[src/rtl/loader_pkg.sv]
// Shared types and constants for the instruction-memory boot loader.
package loader_pkg;

  typedef enum logic [2:0] {
    IDLE,
    HDR0,
    HDR1,
    DATA,
    WRITE,
    DONE
  } loader_state_t;

  localparam int unsigned HDR_BYTES      = 2;
  localparam int unsigned BYTES_PER_WORD = 4;
  localparam int unsigned COUNT_W        = 16;

endpackage

[src/rtl/word_assembler.sv]
// Collects BYTES_PER_WORD stream bytes into one little-endian instruction word.
module word_assembler
  import loader_pkg::*;
(
  input  logic        clk,
  input  logic        rst,
  input  logic        clr,
  input  logic        en,
  input  logic [7:0]  byte_in,
  output logic [31:0] word,
  output logic        word_full
);

  localparam int unsigned CNT_W = $clog2(BYTES_PER_WORD);

  logic [CNT_W-1:0] cnt;

  // Bytes enter at the top and shift down, so the first byte ends in word[7:0].
  always_ff @(posedge clk) begin
    if (rst || clr) begin
      cnt  <= '0;
      word <= '0;
    end else if (en) begin
      cnt  <= cnt + CNT_W'(1);
      word <= {byte_in, word[31:8]};
    end
  end

  assign word_full = en && (cnt == CNT_W'(BYTES_PER_WORD - 1));

endmodule

[src/rtl/imem_boot_loader.sv]
// Streams a length-prefixed byte image into instruction memory and holds the
// core in reset until the image has been written.
module imem_boot_loader
  import loader_pkg::*;
#(
  parameter int unsigned ADDR_W = 8
) (
  input  logic                clk,
  input  logic                rst,
  input  logic                start,
  input  logic                in_valid,
  input  logic [7:0]          in_data,
  output logic                in_ready,
  output logic                im_we,
  output logic [ADDR_W-1:0]   im_addr,
  output logic [31:0]         im_wdata,
  output logic                core_rst,
  output logic                busy,
  output logic                done,
  output logic                err,
  output logic [COUNT_W-1:0]  words_loaded
);

  localparam int unsigned DEPTH = 1 << ADDR_W;

  loader_state_t      state, state_nxt;
  logic [COUNT_W-1:0] n_q, n_nxt;
  logic [COUNT_W-1:0] words_nxt;
  logic [COUNT_W-1:0] hdr_n;
  logic               err_nxt;
  logic               in_ready_nxt;
  logic               im_we_nxt;
  logic               busy_nxt;
  logic               core_rst_nxt;
  logic               done_nxt;
  logic               asm_clr;
  logic               accept;
  logic               word_full;
  logic [31:0]        asm_word;

  assign accept = in_valid && in_ready;
  assign hdr_n  = {in_data, n_q[7:0]};

  word_assembler u_asm (
    .clk       (clk),
    .rst       (rst),
    .clr       (asm_clr),
    .en        (accept && (state == DATA)),
    .byte_in   (in_data),
    .word      (asm_word),
    .word_full (word_full)
  );

  // The assembler register is stable through WRITE, so it drives the data bus directly.
  assign im_wdata = asm_word;

  always_ff @(posedge clk) begin
    if (rst) begin
      state        <= IDLE;
      n_q          <= '0;
      words_loaded <= '0;
      err          <= 1'b0;
      in_ready     <= 1'b0;
      im_we        <= 1'b0;
      im_addr      <= '0;
      busy         <= 1'b0;
      core_rst     <= 1'b1;
      done         <= 1'b0;
    end else begin
      state        <= state_nxt;
      n_q          <= n_nxt;
      words_loaded <= words_nxt;
      err          <= err_nxt;
      in_ready     <= in_ready_nxt;
      im_we        <= im_we_nxt;
      im_addr      <= ADDR_W'(words_nxt);
      busy         <= busy_nxt;
      core_rst     <= core_rst_nxt;
      done         <= done_nxt;
    end
  end

  // Next state plus next values of every registered output.
  always_comb begin
    state_nxt = state;
    n_nxt     = n_q;
    words_nxt = words_loaded;
    err_nxt   = err;
    asm_clr   = 1'b0;

    case (state)
      IDLE, DONE: begin
        if (start) begin
          state_nxt = HDR0;
          words_nxt = '0;
          err_nxt   = 1'b0;
          asm_clr   = 1'b1;
        end
      end
      HDR0: begin
        if (accept) begin
          n_nxt     = {8'h00, in_data};
          state_nxt = HDR1;
        end
      end
      HDR1: begin
        if (accept) begin
          n_nxt     = hdr_n;
          state_nxt = (hdr_n == '0) ? DONE : DATA;
        end
      end
      DATA: begin
        if (word_full) state_nxt = WRITE;
      end
      WRITE: begin
        words_nxt = words_loaded + COUNT_W'(1);
        // Out-of-range words are consumed and counted but flagged.
        if (32'(words_loaded) >= DEPTH) err_nxt = 1'b1;
        state_nxt = (words_nxt == n_q) ? DONE : DATA;
      end
      default: state_nxt = IDLE;
    endcase

    in_ready_nxt = (state_nxt == HDR0) || (state_nxt == HDR1) || (state_nxt == DATA);
    busy_nxt     = in_ready_nxt || (state_nxt == WRITE);
    core_rst_nxt = (state_nxt != DONE);
    done_nxt     = (state_nxt == DONE);
    im_we_nxt    = (state_nxt == WRITE) && (32'(words_nxt) < DEPTH);
  end

endmodule

[config.mk]
export PLATFORM = sky130hd
export DESIGN_NAME = imem_boot_loader
export DESIGN_NICKNAME = d
export VERILOG_FILES = /design/src/rtl/loader_pkg.sv /design/src/rtl/word_assembler.sv /design/src/rtl/imem_boot_loader.sv
export SDC_FILE = /design/constraint.sdc
export NUM_CORES = 1
export LEC_CHECK = 0
export CAP_MARGIN = 30
export CORE_MARGIN = 4
export CORE_UTILIZATION = 40
export DETAILED_ROUTE_END_ITERATION = 10
export GPL_ROUTABILITY_DRIVEN = 0
export HOLD_SLACK_MARGIN = 0.12
export PLACE_DENSITY = 0.67
export SYNTH_ARGS = -nofsm -noshare
export SYNTH_HDL_FRONTEND = slang
export SYNTH_SLANG_ARGS = --single-unit
[constraint.sdc]
create_clock -name clk -period 2.41 [get_ports clk]
set_clock_uncertainty 0.2 [all_clocks]
set_input_delay 0.6025 -clock clk [delete_from_list [all_inputs] [get_ports clk]]
set_output_delay 0.6025 -clock clk [all_outputs]
set_load 0.1 [all_outputs]
Fig. 1: the metal 3 layer
Drawn at 4 px/um.
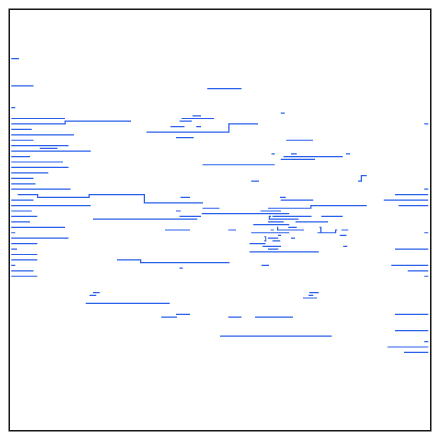
share of all routed wire	7.5%
main direction	horizontal
longest straight run	27.6 um
nets with wire on the layer	92
wire length on this layer	843 um

==> changes_impl.md <==
### Changed

* Final hold violation count at 0
* Simple Share, Synth at a little over a quarter
* Crit-path max FO at 7
* Final Util at 55.8%
* Final Setup Violations at 1
* Core area at 9200 um^2
* Final WS setup at -0.0232 ns
* MaxCap Viol Count at 0
* Failing checks: negative setup slack
* Post-Route WL at 11300 um
* Comb/total area at 42.3%
* Die area at 11000 um^2
* VDD IR-drop max at between 300 and 400 uV
* Status: complete, but fails checks
* Htree depth at 3
* Synth flops at approximately 75
* Clk tree area frac at 3.66%
* Buffering overhead at about 20%
* R2r endpoint: core_rst
* Asr flop ratio synth at 0%
* Data required time of the worst path at 2.43 ns
* Total I/O pin count at 74
* Worst Path Arrival at 2.46 ns
* Top cell area share at around two fifths
* Yosys warns at 0
* First-pass GRT wire length at 18400 um
* Post-DR vias/cell at between 5 and 6
* Vias in the first global route at 3759
* Xor/xnor share at under 10%
* Main area contributors after synthesis: dfxtp_1 (40%), nand2_1 (9.7%), a21oi_1 (8.2%)
* GRT Util Overall at between 20% and 30%
* Share of layout cells above drive strength 1 at 30.0%
* FF-to-FF setup slack at -0.02 ns
* Wire length per cell at 16.2 um
* Worst setup path endpoint: core_rst
* Dominant logic cell types in the final layout: buf_4 (111), nand2_1 (96), a21oi_1 (62)
* Worst setup SP type: flip-flop
* Max frequency at 411 MHz
* CTS max path bufs at 2
* # Cells Yosys at around 490
* Top pwr grp: registers
* Detailed placement HPWL at ~8000 um
* Distinct cells, synth at 57
* Hold Worst Slack at 0.259 ns
* Antenna Cells at 0
* Final Power at 0.00240 W
* Most common cell in the synthesized netlist: nand2_1
* Syn Inst Count at 487
* Top logic family: simple AND/OR/NAND/NOR gates
* # fillers at 891
* Top cells by count: nand2_1 (97), dfxtp_1 (75), a21oi_1 (62), nor2_1 (30), clkbuf_1 (25)
* Critical path class: flip-flop to flip-flop
* Grt ovf at 0
* Multi-input gate count at about 360
* Reg2Reg Depth at 7
* Slew HR at between 60% and 70%
* Vias after detailed routing at 3976
* DP Worst Slack at -0.507 ns
* Crit. End Element: flip-flop
* Register Area at 1560 um^2
Fig. 2: cell sizes after repair
Drawn at 4 px/um.
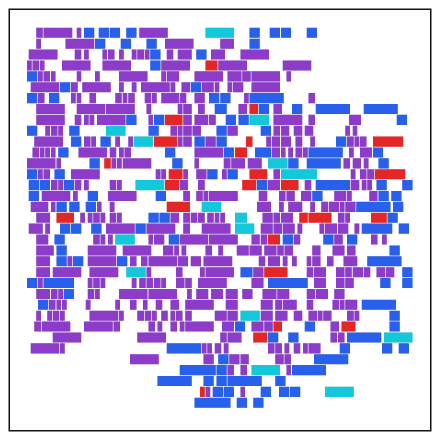
size	color	cells	share	most used
_6 and larger	cyan	16	2.7%	clkbuf_8
_0 and _1 cells	purple	411	70%	nand2_1
_3 and _4 cells	blue	135	23%	buf_4
_2 cells	red	25	4.3%	nor3_2
Signal buffers: 127
post-route cell area: 5130 um^2

critical path, stage by stage, from the launching register on:
cell and delay, ns:
dfxtp_4 0.37, ha_4 0.18, nand2_2 0.06, or3_1 0.35, a221o_1 0.33, a2111oi_4 0.43, and3_4 0.29, o211ai_1 0.08
timing repair:
action,4_1_cts,5_1_grt
hold buffers,0,0
buffers inserted,1,2
endpoints found under the setup margin,5,7
gates resized,9,9
pin swaps,8,11
layer usage:
layer / wire length [um] / vias to the layer above / part of all wire [%]
met3: 842 / 27 / 7.5
met5: 0 / - / 0
met4: 204 / 0 / 1.8
li1: - / 1919 / -
met1: 4950 / 1862 / 44
met2: 5290 / 168 / 47
Power is estimated from default activity; no workload was simulated.
